## config.mk

```make
export PLATFORM = sky130hd
export DESIGN_NAME = alu_unit
export DESIGN_NICKNAME = d
export VERILOG_FILES = /design/src/rtl/alu_unit.sv
export SDC_FILE = /design/constraint.sdc
export NUM_CORES = 1
export LEC_CHECK = 0
export ABC_AREA = 1
export CELL_PAD_IN_SITES_DETAIL_PLACEMENT = 0
export CELL_PAD_IN_SITES_GLOBAL_PLACEMENT = 1
export CORE_ASPECT_RATIO = 1.2
export CORE_MARGIN = 4
export CORE_UTILIZATION = 43
export DETAILED_ROUTE_END_ITERATION = 7
export GPL_TIMING_DRIVEN = 1
export PLACE_DENSITY_LB_ADDON = 0.1
export SLEW_MARGIN = 10
export SYNTH_ARGS = -nofsm -noshare
export SYNTH_HDL_FRONTEND = slang
export SYNTH_SLANG_ARGS = --single-unit
```

## constraint.sdc

```tcl
create_clock -name clk -period 1.9 [get_ports clk]
set_clock_uncertainty 0.2 [all_clocks]
set_input_delay 0.19 -clock clk [delete_from_list [all_inputs] [get_ports clk]]
set_output_delay 0.19 -clock clk [all_outputs]
set_load 0.01 [all_outputs]
```

## src/rtl/alu_unit.sv

```systemverilog
// alu_unit: RV32I ALU with optional iterative RV32M unit.
// Define ALU_MULDIV_EN to build the MUL/DIV states and datapath.
// Ports: clk, rst (async, active-low), rdy (stall when low),
//   alu_rb (rollback), alu_ena/opt/val1/val2/imm/rob_idx (issue),
//   alu_busy (RS stall), cdb_alu_valid/src/val (result broadcast).
package alu_pkg;
  localparam int INST_OPT_W = 6;
  localparam int ROB_IDX_W  = 4;

  localparam logic [INST_OPT_W-1:0] OP_ADD    = 6'h00;
  localparam logic [INST_OPT_W-1:0] OP_SUB    = 6'h01;
  localparam logic [INST_OPT_W-1:0] OP_SLL    = 6'h02;
  localparam logic [INST_OPT_W-1:0] OP_SLT    = 6'h03;
  localparam logic [INST_OPT_W-1:0] OP_SLTU   = 6'h04;
  localparam logic [INST_OPT_W-1:0] OP_XOR    = 6'h05;
  localparam logic [INST_OPT_W-1:0] OP_SRL    = 6'h06;
  localparam logic [INST_OPT_W-1:0] OP_SRA    = 6'h07;
  localparam logic [INST_OPT_W-1:0] OP_OR     = 6'h08;
  localparam logic [INST_OPT_W-1:0] OP_AND    = 6'h09;
  localparam logic [INST_OPT_W-1:0] OP_ADDI   = 6'h0A;
  localparam logic [INST_OPT_W-1:0] OP_SLTI   = 6'h0B;
  localparam logic [INST_OPT_W-1:0] OP_SLTIU  = 6'h0C;
  localparam logic [INST_OPT_W-1:0] OP_XORI   = 6'h0D;
  localparam logic [INST_OPT_W-1:0] OP_ORI    = 6'h0E;
  localparam logic [INST_OPT_W-1:0] OP_ANDI   = 6'h0F;
  localparam logic [INST_OPT_W-1:0] OP_SLLI   = 6'h10;
  localparam logic [INST_OPT_W-1:0] OP_SRLI   = 6'h11;
  localparam logic [INST_OPT_W-1:0] OP_SRAI   = 6'h12;
  localparam logic [INST_OPT_W-1:0] OP_LUI    = 6'h13;
  localparam logic [INST_OPT_W-1:0] OP_AUIPC  = 6'h14;
  localparam logic [INST_OPT_W-1:0] OP_BEQ    = 6'h15;
  localparam logic [INST_OPT_W-1:0] OP_BNE    = 6'h16;
  localparam logic [INST_OPT_W-1:0] OP_BLT    = 6'h17;
  localparam logic [INST_OPT_W-1:0] OP_BGE    = 6'h18;
  localparam logic [INST_OPT_W-1:0] OP_BLTU   = 6'h19;
  localparam logic [INST_OPT_W-1:0] OP_BGEU   = 6'h1A;
  // RV32M block: opcode[5:3] == 3'b100, opcode[2] selects divide
  localparam logic [INST_OPT_W-1:0] OP_MUL    = 6'h20;
  localparam logic [INST_OPT_W-1:0] OP_MULH   = 6'h21;
  localparam logic [INST_OPT_W-1:0] OP_MULHSU = 6'h22;
  localparam logic [INST_OPT_W-1:0] OP_MULHU  = 6'h23;
  localparam logic [INST_OPT_W-1:0] OP_DIV    = 6'h24;
  localparam logic [INST_OPT_W-1:0] OP_DIVU   = 6'h25;
  localparam logic [INST_OPT_W-1:0] OP_REM    = 6'h26;
  localparam logic [INST_OPT_W-1:0] OP_REMU   = 6'h27;
endpackage

module alu_unit
  import alu_pkg::*;
#(
  parameter int MUL_STAGES = 2
) (
  input  logic                  clk,
  input  logic                  rst,
  input  logic                  rdy,
  input  logic                  alu_rb,
  input  logic                  alu_ena,
  input  logic [INST_OPT_W-1:0] alu_opt,
  input  logic [31:0]           alu_val1,
  input  logic [31:0]           alu_val2,
  input  logic [31:0]           alu_imm,
  input  logic [ROB_IDX_W-1:0]  alu_rob_idx,
  output logic                  alu_busy,
  output logic                  cdb_alu_valid,
  output logic [ROB_IDX_W-1:0]  cdb_alu_src,
  output logic [31:0]           cdb_alu_val
);

  if (MUL_STAGES < 1 || MUL_STAGES > 8) begin : g_bad_stages
    $error("alu_unit: MUL_STAGES must be 1..8");
  end

  logic                 use_imm;
  logic [31:0]          op_b;
  logic [4:0]           shamt;
  logic [31:0]          base_res;
  logic                 accept;
  logic                 vld_d, vld_q;
  logic [ROB_IDX_W-1:0] src_d, src_q;
  logic [31:0]          val_d, val_q;

  always_comb begin
    use_imm = 1'b0;
    unique case (alu_opt)
      OP_ADDI, OP_SLTI, OP_SLTIU,
      OP_XORI, OP_ORI, OP_ANDI,
      OP_SLLI, OP_SRLI, OP_SRAI: use_imm = 1'b1;
      default:                   use_imm = 1'b0;
    endcase
  end

  assign op_b  = use_imm ? alu_imm : alu_val2;
  assign shamt = op_b[4:0];

  always_comb begin
    base_res = 32'd0;
    unique case (alu_opt)
      OP_ADD, OP_ADDI:
        base_res = alu_val1 + op_b;
      OP_SUB:
        base_res = alu_val1 - op_b;
      OP_SLL, OP_SLLI:
        base_res = alu_val1 << shamt;
      OP_SLT, OP_SLTI:
        base_res = {31'd0, $signed(alu_val1) < $signed(op_b)};
      OP_SLTU, OP_SLTIU:
        base_res = {31'd0, alu_val1 < op_b};
      OP_XOR, OP_XORI:
        base_res = alu_val1 ^ op_b;
      OP_OR, OP_ORI:
        base_res = alu_val1 | op_b;
      OP_AND, OP_ANDI:
        base_res = alu_val1 & op_b;
      OP_SRL, OP_SRLI:
        base_res = alu_val1 >> shamt;
      OP_SRA, OP_SRAI:
        base_res = $unsigned($signed(alu_val1) >>> shamt);
      OP_LUI:
        base_res = alu_imm;
      OP_AUIPC:
        base_res = alu_val1 + alu_imm;
      OP_BEQ:
        base_res = {31'd0, alu_val1 == alu_val2};
      OP_BNE:
        base_res = {31'd0, alu_val1 != alu_val2};
      OP_BLT:
        base_res = {31'd0, $signed(alu_val1) < $signed(alu_val2)};
      OP_BGE:
        base_res = {31'd0, $signed(alu_val1) >= $signed(alu_val2)};
      OP_BLTU:
        base_res = {31'd0, alu_val1 < alu_val2};
      OP_BGEU:
        base_res = {31'd0, alu_val1 >= alu_val2};
      default:
        base_res = 32'd0;
    endcase
  end

  assign accept = alu_ena & rdy & ~alu_rb & ~alu_busy;

`ifdef ALU_MULDIV_EN
  localparam logic [1:0] S_IDLE = 2'd0;
  localparam logic [1:0] S_MUL  = 2'd1;
  localparam logic [1:0] S_DIV  = 2'd2;
  localparam logic [4:0] MUL_LAST = 5'(MUL_STAGES - 1);

  logic [1:0]            state_d, state_q;
  logic [4:0]            cnt_d, cnt_q;
  logic [INST_OPT_W-1:0] mop_d, mop_q;
  logic [ROB_IDX_W-1:0]  tag_d, tag_q;
  // opa: sign-extended multiplicand, or quotient shift register
  logic [32:0]           opa_d, opa_q;
  // opb: sign-extended multiplier, or divisor magnitude
  logic [32:0]           opb_d, opb_q;
  logic [31:0]           rem_d, rem_q;
  logic                  negq_d, negq_q;
  logic                  negr_d, negr_q;

  logic        is_m, is_div;
  logic        sgn_a, sgn_b, neg_a, neg_b;
  logic [31:0] abs_a, abs_b;
  logic [63:0] prod;
  logic [32:0] trial;
  logic [31:0] quo_n, rem_n;
  logic [31:0] mul_res, div_res;

  assign is_m   = (alu_opt[5:3] == 3'b100);
  assign is_div = is_m & alu_opt[2];

  always_comb begin
    sgn_a = 1'b0;
    sgn_b = 1'b0;
    unique case (alu_opt)
      OP_MULH, OP_DIV, OP_REM: begin
        sgn_a = 1'b1;
        sgn_b = 1'b1;
      end
      OP_MULHSU: sgn_a = 1'b1;
      default: ;
    endcase
  end

  assign neg_a = sgn_a & alu_val1[31];
  assign neg_b = sgn_b & alu_val2[31];
  assign abs_a = neg_a ? -alu_val1 : alu_val1;
  assign abs_b = neg_b ? -alu_val2 : alu_val2;

  assign prod = 64'($signed(opa_q)) * 64'($signed(opb_q));
  assign mul_res = (mop_q == OP_MUL) ? prod[31:0] : prod[63:32];

  // One restoring-division step per cycle.  A zero divisor
  // naturally yields all-ones quotient and remainder = |dividend|.
  assign trial = {rem_q, opa_q[31]} - {1'b0, opb_q[31:0]};
  assign quo_n = {opa_q[30:0], ~trial[32]};
  assign rem_n = trial[32] ? {rem_q[30:0], opa_q[31]}
                           : trial[31:0];

  always_comb begin
    div_res = negq_q ? -quo_n : quo_n;
    unique case (mop_q)
      OP_REM, OP_REMU: div_res = negr_q ? -rem_n : rem_n;
      default: ;
    endcase
  end

  always_comb begin
    state_d = state_q;
    cnt_d   = cnt_q;
    mop_d   = mop_q;
    tag_d   = tag_q;
    opa_d   = opa_q;
    opb_d   = opb_q;
    rem_d   = rem_q;
    negq_d  = negq_q;
    negr_d  = negr_q;
    vld_d   = 1'b0;
    src_d   = src_q;
    val_d   = val_q;
    if (alu_rb) begin
      state_d = S_IDLE;
      cnt_d   = '0;
    end else if (rdy) begin
      unique case (state_q)
        S_IDLE: begin
          if (accept && is_m) begin
            mop_d = alu_opt;
            tag_d = alu_rob_idx;
            cnt_d = '0;
            if (is_div) begin
              state_d = S_DIV;
              opa_d   = {1'b0, abs_a};
              opb_d   = {1'b0, abs_b};
              rem_d   = '0;
              // divide-by-zero keeps the all-ones quotient
              negq_d  = (neg_a ^ neg_b) & (|alu_val2);
              negr_d  = neg_a;
            end else begin
              state_d = S_MUL;
              opa_d   = {neg_a, alu_val1};
              opb_d   = {neg_b, alu_val2};
            end
          end else if (accept) begin
            vld_d = 1'b1;
            src_d = alu_rob_idx;
            val_d = base_res;
          end
        end
        S_MUL: begin
          if (cnt_q == MUL_LAST) begin
            state_d = S_IDLE;
            cnt_d   = '0;
            vld_d   = 1'b1;
            src_d   = tag_q;
            val_d   = mul_res;
          end else begin
            cnt_d = cnt_q + 5'd1;
          end
        end
        S_DIV: begin
          opa_d = {1'b0, quo_n};
          rem_d = rem_n;
          if (cnt_q == 5'd31) begin
            state_d = S_IDLE;
            cnt_d   = '0;
            vld_d   = 1'b1;
            src_d   = tag_q;
            val_d   = div_res;
          end else begin
            cnt_d = cnt_q + 5'd1;
          end
        end
        default: state_d = S_IDLE;
      endcase
    end
  end

  always_ff @(posedge clk or negedge rst) begin
    if (!rst) begin
      state_q <= S_IDLE;
      cnt_q   <= '0;
      mop_q   <= '0;
      tag_q   <= '0;
      opa_q   <= '0;
      opb_q   <= '0;
      rem_q   <= '0;
      negq_q  <= 1'b0;
      negr_q  <= 1'b0;
    end else begin
      state_q <= state_d;
      cnt_q   <= cnt_d;
      mop_q   <= mop_d;
      tag_q   <= tag_d;
      opa_q   <= opa_d;
      opb_q   <= opb_d;
      rem_q   <= rem_d;
      negq_q  <= negq_d;
      negr_q  <= negr_d;
    end
  end

  assign alu_busy = (state_q != S_IDLE);
`else
  assign alu_busy = 1'b0;

  always_comb begin
    vld_d = accept;
    src_d = src_q;
    val_d = val_q;
    if (accept) begin
      src_d = alu_rob_idx;
      val_d = base_res;
    end
  end
`endif

  always_ff @(posedge clk or negedge rst) begin
    if (!rst) begin
      vld_q <= 1'b0;
      src_q <= '0;
      val_q <= '0;
    end else begin
      vld_q <= vld_d;
      src_q <= src_d;
      val_q <= val_d;
    end
  end

  assign cdb_alu_valid = vld_q;
  assign cdb_alu_src   = src_q;
  assign cdb_alu_val   = val_q;

endmodule

```

### Drive-strength map, run 1

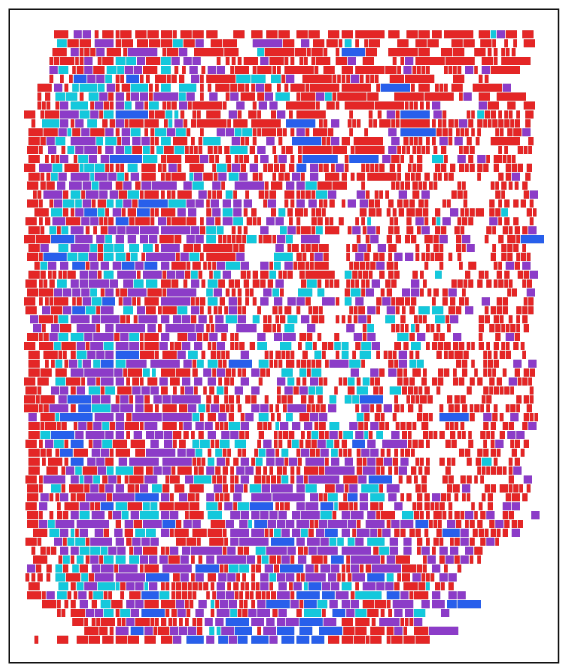
- _3 and _4 cells: purple (cells 745)
- _0 and _1 cells: red (cells 2033)
- _2 cells: cyan (cells 311)
- _6 and larger: blue (cells 80)

### Placement by cell class, run 1

Bar = 50 um.
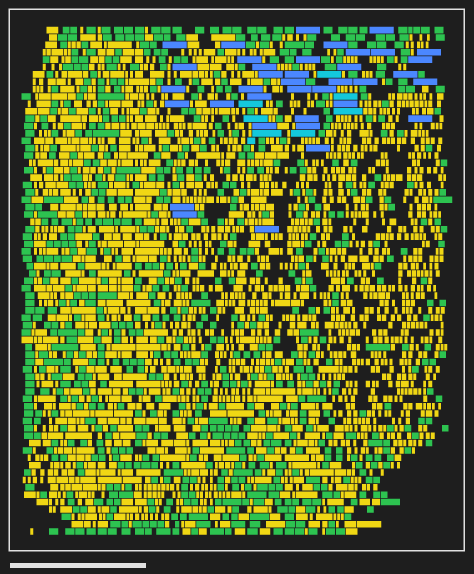
- combinational and other logic: yellow (cells 2308; share of their area 63%)
- other buffers and delay cells: green (cells 816; share of their area 32%)
- flops: blue (cells 37; share of their area 4.2%)
- clock drivers and dummy loads: cyan (cells 8; share of their area 0.88%)

### Signal wires on met1, run 1

Supply wires on this layer in gray. Cells faint in the background.
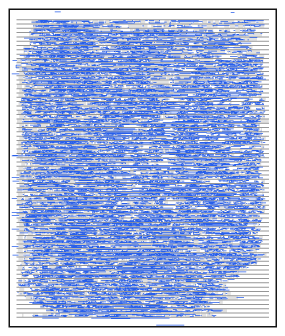
- share of all routed wire: 35%
- wire length on this layer: 27.6 mm
- main direction: horizontal
- nets with wire on the layer: 3162

### The clock network, run 1

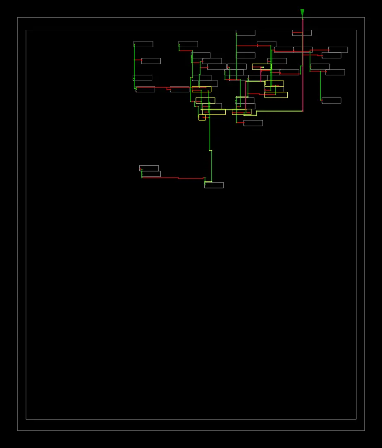
clk pwr: 1.16 mW
Flop Count: 37
clock net sink count: 37

==> run notes, run 1 <==
fresh numbers from the pnr run: result of the run=finished, violations left, violations in the final reports=setup timing, mean instance size in the synthesized netlist=~5.4 um^2, CTS tree=built, aggregate global routing overflow=0, CTS buffer count=5, maximum level of the CTS H-tree=2, final tally of hold violations=0, num ports=149, summed area of non-filler cells in the final layout=approximately 23000 um^2, Die Ht=~200 um, reported max-cap violation count=0, area of the multi-input gates=12800 um^2, input/output buffers=147, count of fill cells added during filler insertion=roughly 2.3k, required time of the critical path=approximately 1.9 ns, biggest area cells=sky130_fd_sc_hd__nand2_1, sky130_fd_sc_hd__ha_1, sky130_fd_sc_hd__nand3_1, sky130_fd_sc_hd__inv_1, sky130_fd_sc_hd__dfrtp_1, total via count in the routed design=roughly 22k, Power per Cell Area=about 450 nW/um^2, most used cell, CP=sky130_fd_sc_hd__nand2_1, launching element type of the critical path=input pin, Avg Vias per Cell=a little over 6, maximum count of clock buffers along a single path=2, antenna-violating nets left=0, cell count after synthesis=roughly 2.4k, count of pins over their slew limit=0, remaining max-slew budget at the tightest pin=about 52%, delay of the slowest critical-path stage=~0.26 ns, Adder Share, Synth=roughly 15%, Top FF cell, synth=sky130_fd_sc_hd__dfrtp_1, Top-area cell share=about a fifth, area of all sequential standard cells=between 900 and 1000 um^2, measured slew at the worst slew-check pin=0.713 ns, met2 Usage GRT=66.2%, buffer type at the clock tree root=sky130_fd_sc_hd__clkbuf_16, number of storage elements in the synthesis netlist=37, share of the synthesized netlist area taken by xor and xnor gates=0.535%, critical path peak fanout=7, Placed Instance Area=~19000 um^2, Final TNS setup=-40.84 ns, maximum number of pins on one net before global-route repair=75, largest combinational cell category by area=simple AND/OR/NAND/NOR gates, share of async-settable or async-resettable flops after synthesis=100%, OpenROAD warnings=approximately 87, initial DRC count=roughly 3.2k, die outline width=between 150 and 200 um, diode insertion count for antenna repair=0, number of antenna violations at the first check in global routing=0, Floorplan Nets=approximately 2.7k, area fraction in and, or, nand and nor cells after synthesis=a little under half, Core Box Area=approximately 30000 um^2, number of nets at the end of the flow=~3.4k, routed wire length per instance=approximately 22 um, insertion delay to the later sink of the worst-skew pair=a little under 0.3 ns, final hold slack=approximately 0.24 ns, share of the clock period used by the worst path=177%, library cell with the largest summed area after synthesis=sky130_fd_sc_hd__nand2_1, share of cell area taken by muxes after synthesis=0%, number of global-route vias before repair=between 15k and 20k, depth of the worst register-to-register path=2, Detailed Place HPWL=between 50000 and 60000 um, number of iterations in the first detailed-routing pass=7, met3 usage=under 10%, hold crit path type=input pin to flop, initial core utilization=a little over two fifths, chip area line of the yosys report=13100 um^2, unrepaired setup endpoints after global routing=yes, routed wire length=roughly 78000 um, arrival time at the worst endpoint=roughly 3.3 ns, most congested layer reported by global routing=met2, cell with the largest stage delay on the worst path=sky130_fd_sc_hd__a31oi_2, number of distinct library cells after synthesis=between 50 and 60, most frequent cells in the layout=sky130_fd_sc_hd__nand2_1, sky130_fd_sc_hd__buf_4, sky130_fd_sc_hd__nand3_1, global placer's final weighted congestion=about 1.1, clock-pin slew on the worst setup and hold paths=approximately 0.070 ns, GRT Util Overall=around 40%, GR Util met1=around half, cell area after synthesis=13100 um^2, Max VDD drop=0.386 mV, standard-cell row count=approximately 69, critical-path cell list=buf_8, nor2_4, nand3_4, nand2_8, buf_16, buf_12, nand2_1, o21ai_4, nand2_1, o21ai_2, ha_4, a21o_1, nand3_1, nand2_2, a21oi_2, o21ai_2, a31oi_2, o21ai_4, or2_4, a21oi_2, nand2_1, nand2_1, nand2_1, number of cells on the worst hold path=3, synthesis-to-finish area growth=72.1%, DRC errors left=0, EDFF count, synth=0, share of layout cells above drive strength 1=a little over a third, Post-synth seq share=between 7 and 8%, cells in synth_stat.txt=2432, Worst Slack Setup Final=-1.46 ns, most frequently placed logic cell in the final layout=sky130_fd_sc_hd__nand2_1, area of the die=33300 um^2, sum of internal, switching and leakage power=10.2 mW, fin crit period=between 3 and 4 ns, wire length of the first global-routing pass=roughly 110000 um, synthesized-area fraction occupied by ao, oa, aoi and oai cells=about a fifth, Max Freq=roughly 0.30 GHz, utilization after layout=75.5%, static power due to leakage=about 12 nW, Finish-stage setup viols=32, Setup CP Type=input pin to flop, type of destination of the critical path=flop, Yosys warnings=0
run 1: worst max-delay path, delay by kind of cell:
kind | cells | cell delay [ns]
AND/OR/NAND/NOR | 11 | 1.39
buffers and inverters | 3 | 0.38
adder cells (fa/ha/maj) | 1 | 0.22
AND-OR/OR-AND | 8 | 1.14
run 1: cells in the mapped netlist (all sizes together), types with 13 or more instances:
library cell	number
a21oi	149
a221oi	20
a31oi	13
buf	57
clkbuf	33
dfrtp	37
ha	154
inv	303
nand2	752
nand3	377
nand4	17
nor2	192
nor3	20
o211ai	24
o21ai	184
o22ai	21
run 1: area by class of cell:
cell class,count,share of cell area [%]
Inverter,310,5.34
Timing Repair Buffer,816,31.0
Tap cell,390,2.16
Clock inverter,3,0.305
Clock buffer,5,0.555
Multi-Input combinational cell,1998,56.6
Sequential cell,37,4.11
run 1: sequential cells by signal, summed over array words and instances, names as in the netlist:
signal,count
cdb_alu_val,32
cdb_alu_src,4
cdb_alu_valid,1
run 1: where the power goes:
part | internal, mW | switching [mW]
logic | 3.52 | 4.54
clock network | 0.759 | 0.401
registers | 0.895 | 0.0811
run 1: repair_timing:
action	4_1_cts	5_1_grt
hold buffers	1	0
cloned	6	2
pin swaps	97	149
buffers inserted	37	34
gates resized	338	287
hold endpoints to repair	37	0
setup endpoints to repair	32	32
run 1: worst paths after layout:
check                      slack, ns                          end                   startpoint
hold / removal                  0.24   cdb_alu_src[3]$_DFFE_PN0P_               alu_rob_idx[3]
setup reg to reg                0.94  cdb_alu_val[15]$_DFFE_PN0P_  cdb_alu_val[15]$_DFFE_PN0P_
min in group asynchronous       0.28   cdb_alu_src[3]$_DFFE_PN0P_                          rst
setup / recovery               -1.46  cdb_alu_val[31]$_DFFE_PN0P_                   alu_opt[4]
max in group asynchronous       0.86  cdb_alu_val[25]$_DFFE_PN0P_                          rst
hold reg to reg                 0.28   cdb_alu_src[2]$_DFFE_PN0P_   cdb_alu_src[2]$_DFFE_PN0P_
run 1: metrics by stage:
step / setup slack, ns / std cells
6_report: -1.46 / 3559
4_1_cts: -1.20 / 3528
5_1_grt: -1.55 / 3559
3_3_place_gp: -2.40 / 3477
3_5_place_dp: -2.46 / 3477
2_1_floorplan: -1.25 / 2432
run 1: per-layer routing:
metal	share of wire, %	vias to the layer above
met1	35	9993
met3	11	534
met4	9.5	0
li1	-	9581
met2	44	1713
met5	0	-
run 1: kinds of logic (layout without fill, tap and decap cells):
group           Yosys count  count (layout)
other cells               1               1
flops                    37              37
compound gates          452             452
buf+inv                 400            1134
simple gates           1379            1382
xor+xnor                  8               8
fa+ha+maj               155             155
### Clock network drawn from the DEF, run 1

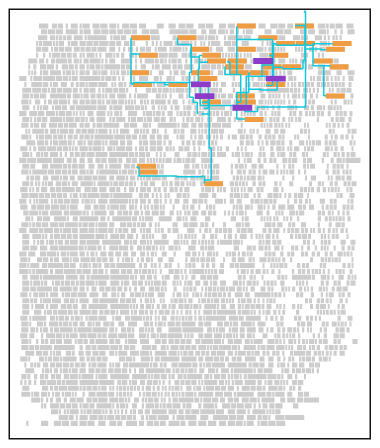

## Run 2: what changed since run 1
--- a/config.mk
+++ b/config.mk
@@ -11,6 +11,8 @@
 export CORE_ASPECT_RATIO = 1.2
 export CORE_MARGIN = 4
 export CORE_UTILIZATION = 43
+export CTS_BUF_LIST = sky130_fd_sc_hd__clkbuf_2 sky130_fd_sc_hd__clkbuf_4 sky130_fd_sc_hd__clkbuf_8
+export CTS_CLUSTER_DIAMETER = 40
 export DETAILED_ROUTE_END_ITERATION = 7
 export GPL_TIMING_DRIVEN = 1
 export PLACE_DENSITY_LB_ADDON = 0.1
### Clock network drawn from the DEF, run 2

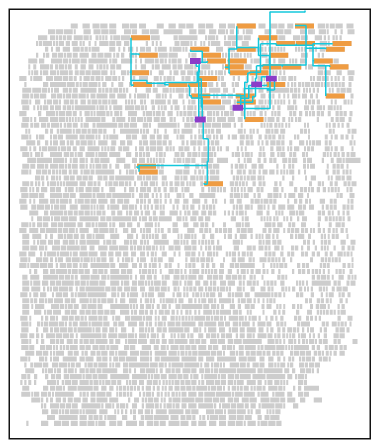
- flip-flops: orange (count 37)
- clock wires: cyan (length 638 um)
- clock drivers: purple (count 5)
- routed clock nets: 6

==> run notes, run 2 <==
fresh numbers from the pnr run: met2 Usage GRT=64.3% (-1.9 points), cell area after synthesis=13100 um^2 (unchanged), crit path to=cdb_alu_val[31]$_DFFE_PN0P_, library cell with the largest summed area after synthesis=sky130_fd_sc_hd__nand2_1, Die Ht=199 um (unchanged), number of global-route vias before repair=19.6k (-1.2%), Post-synth seq share=7.07% (unchanged), Max VDD drop=0.352 mV (-9.0%), Placed Instance Area=19400 um^2 (unchanged), utilization after layout=74.1% (-1.3 points), most congested layer reported by global routing=met2, biggest area cells=sky130_fd_sc_hd__nand2_1, sky130_fd_sc_hd__ha_1, sky130_fd_sc_hd__nand3_1, sky130_fd_sc_hd__inv_1, sky130_fd_sc_hd__dfrtp_1, hold crit path type=input pin to flop, share of the clock period used by the worst path=178% (+0.95 points), reported max-cap violation count=0 (unchanged), Adder Share, Synth=14.9% (unchanged), top post-synthesis cells by count=sky130_fd_sc_hd__nand2_1, sky130_fd_sc_hd__nand3_1, sky130_fd_sc_hd__inv_1, violations in the final reports=DRC, setup timing, cell count after synthesis=2432 (unchanged), aggregate global routing overflow=0 (unchanged), Finish-stage setup viols=32 (unchanged), clock-pin slew on the worst setup and hold paths=0.10 ns (+0.03 ns), synthesis-to-finish area growth=69.0%, GR Util met1=48.8% (-0.96 points), number of nets at the end of the flow=3438 (+0.12%), wire length of the first global-routing pass=105000 um (-2.2%), Avg Vias per Cell=5.96 (-2.8%), Top-area cell share=21.0% (unchanged), final tally of hold violations=0 (unchanged), clock net sink count=37 (unchanged), static power due to leakage=11.5 nW (-0.64%), EDFF count, synth=0 (unchanged), number of distinct library cells after synthesis=53 (unchanged), die outline width=167 um (unchanged), diode insertion count for antenna repair=0 (unchanged), critical path peak fanout=8 (+1), R2R Setup Slk=0.95 ns (about the same), number of storage elements in the synthesis netlist=37 (unchanged), Worst Hold Path EP=cdb_alu_src[3]$_DFFE_PN0P_, area fraction in and, or, nand and nor cells after synthesis=45.5% (unchanged), maximum level of the CTS H-tree=2 (unchanged), Detailed Place HPWL=56100 um (unchanged), routed wire length per instance=20.9 um (-4.6%), total via count in the routed design=21.2k (-2.7%), standard-cell row count=69 (unchanged), DRC errors left=2 (+2), synthesized-area fraction occupied by ao, oa, aoi and oai cells=19.6% (unchanged), chip area line of the yosys report=13100 um^2 (unchanged), min-delay src=alu_rob_idx[3], input/output buffers=147 (unchanged), depth of the worst register-to-register path=2 (unchanged), antenna-violating nets left=0 (unchanged), share of cell area taken by muxes after synthesis=0% (unchanged), Max Freq=0.296 GHz (-0.54%), global placer's final weighted congestion=1.14 (unchanged), worst slack at placement=-2.46 ns (unchanged), required time of the critical path=1.90 ns (+0.02 ns), Setup CP Type=input pin to flop, number of cells on the worst hold path=3 (unchanged), largest combinational cell category by area=simple AND/OR/NAND/NOR gates, measured slew at the worst slew-check pin=0.693 ns (-0.0200 ns), summed area of non-filler cells in the final layout=22100 um^2 (-1.8%), maximum number of pins on one net before global-route repair=75 (unchanged), Core Box Area=29900 um^2 (unchanged), Top FF cell, synth=sky130_fd_sc_hd__dfrtp_1, count of fill cells added during filler insertion=2420 (+3.8%), initial core utilization=43.9% (unchanged), type of destination of the critical path=flop, insertion delay to the later sink of the worst-skew pair=0.30 ns (about the same), initial DRC count=2965 (-7.0%), number of iterations in the first detailed-routing pass=8 (+1), final hold slack=0.211 ns (-0.0237 ns), launching element type of the critical path=input pin, worst r2r src=cdb_alu_val[15]$_DFFE_PN0P_, most frequent cells in the layout=sky130_fd_sc_hd__nand2_1, sky130_fd_sc_hd__buf_4, sky130_fd_sc_hd__nand3_1, number of antenna violations at the first check in global routing=0 (unchanged), mean instance size in the synthesized netlist=5.39 um^2 (unchanged), Yosys warnings=0 (unchanged), GRT Util Overall=39.4% (-0.87 points), remaining max-slew budget at the tightest pin=53.8% (+1.3 points), most common cell in the synthesized netlist=sky130_fd_sc_hd__nand2_1, Power per Cell Area=435 nW/um^2 (-3.9%), arrival time at the worst endpoint=3.38 ns (+0.04 ns), launch point of the critical path=alu_opt[4], maximum count of clock buffers along a single path=2 (unchanged), area of the die=33300 um^2 (unchanged), num ports=149 (unchanged), share of async-settable or async-resettable flops after synthesis=100% (unchanged), cells in synth_stat.txt=2432 (unchanged), share of layout cells above drive strength 1=34.8% (-1.0 points), count of pins over their slew limit=0 (unchanged), unrepaired setup endpoints after global routing=yes, flip-flop count of the largest register after layout=32 (unchanged), OpenROAD warnings=87 (unchanged), CTS buffer count=5 (unchanged), Final TNS setup=-40.33 ns (+0.515 ns), result of the run=finished, violations left, met3 usage=5.58% (-0.44 points), routed wire length=74500 um (-4.5%), Floorplan Nets=2698 (unchanged), fin crit period=3.38 ns (+0.0181 ns), CTS tree=built, Worst R2R End=cdb_alu_val[15]$_DFFE_PN0P_, most frequently placed logic cell in the final layout=sky130_fd_sc_hd__nand2_1, Worst Slack Setup Final=-1.48 ns (-0.0181 ns), buffer type at the clock tree root=sky130_fd_sc_hd__clkbuf_8, share of the synthesized netlist area taken by xor and xnor gates=0.535% (unchanged)
### Drive-strength map, run 2

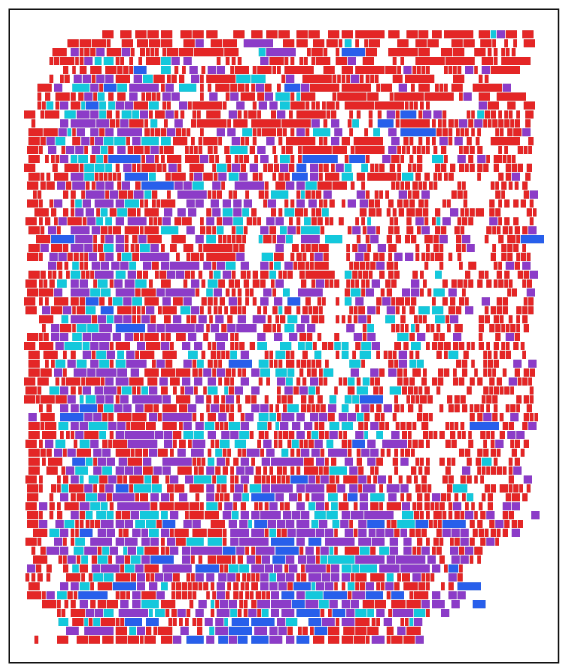
- _0 and _1 cells: red (cells 2068)
- _2 cells: cyan (cells 301)
- _6 and larger: blue (cells 70)
- _3 and _4 cells: purple (cells 734)

-- run 2: cell counts after synthesis --
No cell type changed its count.
-- run 2: kinds of logic (layout without fill, tap and decap cells) --
kind of cell / count (synthesis) / count (layout)
flip-flops: 37 / 37
buffers and inverters: 400 / 1139
adder cells (fa/ha/maj): 155 / 155
XOR/XNOR: 8 / 8
AND-OR/OR-AND: 452 / 452
other: 1 / 1
AND/OR/NAND/NOR: 1379 / 1381
-- run 2: metal layers --
layer	share of wire [%]	wire length (um)	vias up
met1	35	26200	9673
met5	0	0	-
met3	12	8770	438
met4	9.2	6890	0
li1	-	-	9586
met2	44	32600	1544
-- run 2: metrics by stage --
step	power (mW)	instances
floorplan	4.13	2432
global placement	7.14	3477
detailed placement	7.24	3477
CTS	8.66	3519
global route	10.1	3563
finish	9.62	3563
-- run 2: area by class of cell --
| type | count | area (um^2) | share of cell area, % |
|---|---|---|---|
| clock buffer | 5 | 68.8 | 0.311 |
| sequential | 37 | 926 | 4.18 |
| tap | 390 | 488 | 2.20 |
| timing repair buffer | 821 | 6970 | 31.5 |
| multi-input combinational | 1997 | 12400 | 56.0 |
| clock inverter | 3 | 68.8 | 0.311 |
| inverter | 310 | 1210 | 5.46 |
-- run 2: worst max-delay path, cell delays in order --
cell and delay (ns):
sky130_fd_sc_hd__buf_8 0.09, sky130_fd_sc_hd__inv_6 0.03, sky130_fd_sc_hd__nor2_4 0.15, sky130_fd_sc_hd__nand3_4 0.15, sky130_fd_sc_hd__nand2_8 0.21, sky130_fd_sc_hd__clkbuf_16 0.19
sky130_fd_sc_hd__nand2_1 0.05, sky130_fd_sc_hd__o21ai_1 0.10, sky130_fd_sc_hd__inv_1 0.11, sky130_fd_sc_hd__o21ai_1 0.24, sky130_fd_sc_hd__ha_1 0.36, sky130_fd_sc_hd__nand2_1 0.13
sky130_fd_sc_hd__nand2_1 0.12, sky130_fd_sc_hd__a21oi_1 0.19, sky130_fd_sc_hd__o21ai_1 0.13, sky130_fd_sc_hd__a31oi_1 0.26, sky130_fd_sc_hd__o21ai_2 0.12, sky130_fd_sc_hd__or2_4 0.24
sky130_fd_sc_hd__a21oi_2 0.13, sky130_fd_sc_hd__nand2_2 0.06, sky130_fd_sc_hd__nand2_1 0.06, sky130_fd_sc_hd__nand2_1 0.05
-- run 2: timing repair --
action                                  4_1_cts  5_1_grt
gates cloned                                  4        3
hold endpoints to repair                     37        0
resized                                     307      242
buffers inserted                             32       43
endpoints found under the setup margin       32       32
hold buffers                                  1        0
pin swaps                                   101      115
-- run 2: power breakdown --
group	internal (mW)	total (mW)	switching, mW	leakage, nW
logic	3.42	7.76	4.34	10.9
registers	0.894	0.976	0.0824	0.496
clock network	0.530	0.891	0.361	0.0687
No activity file was given, so power comes from the tool's default toggle rates.
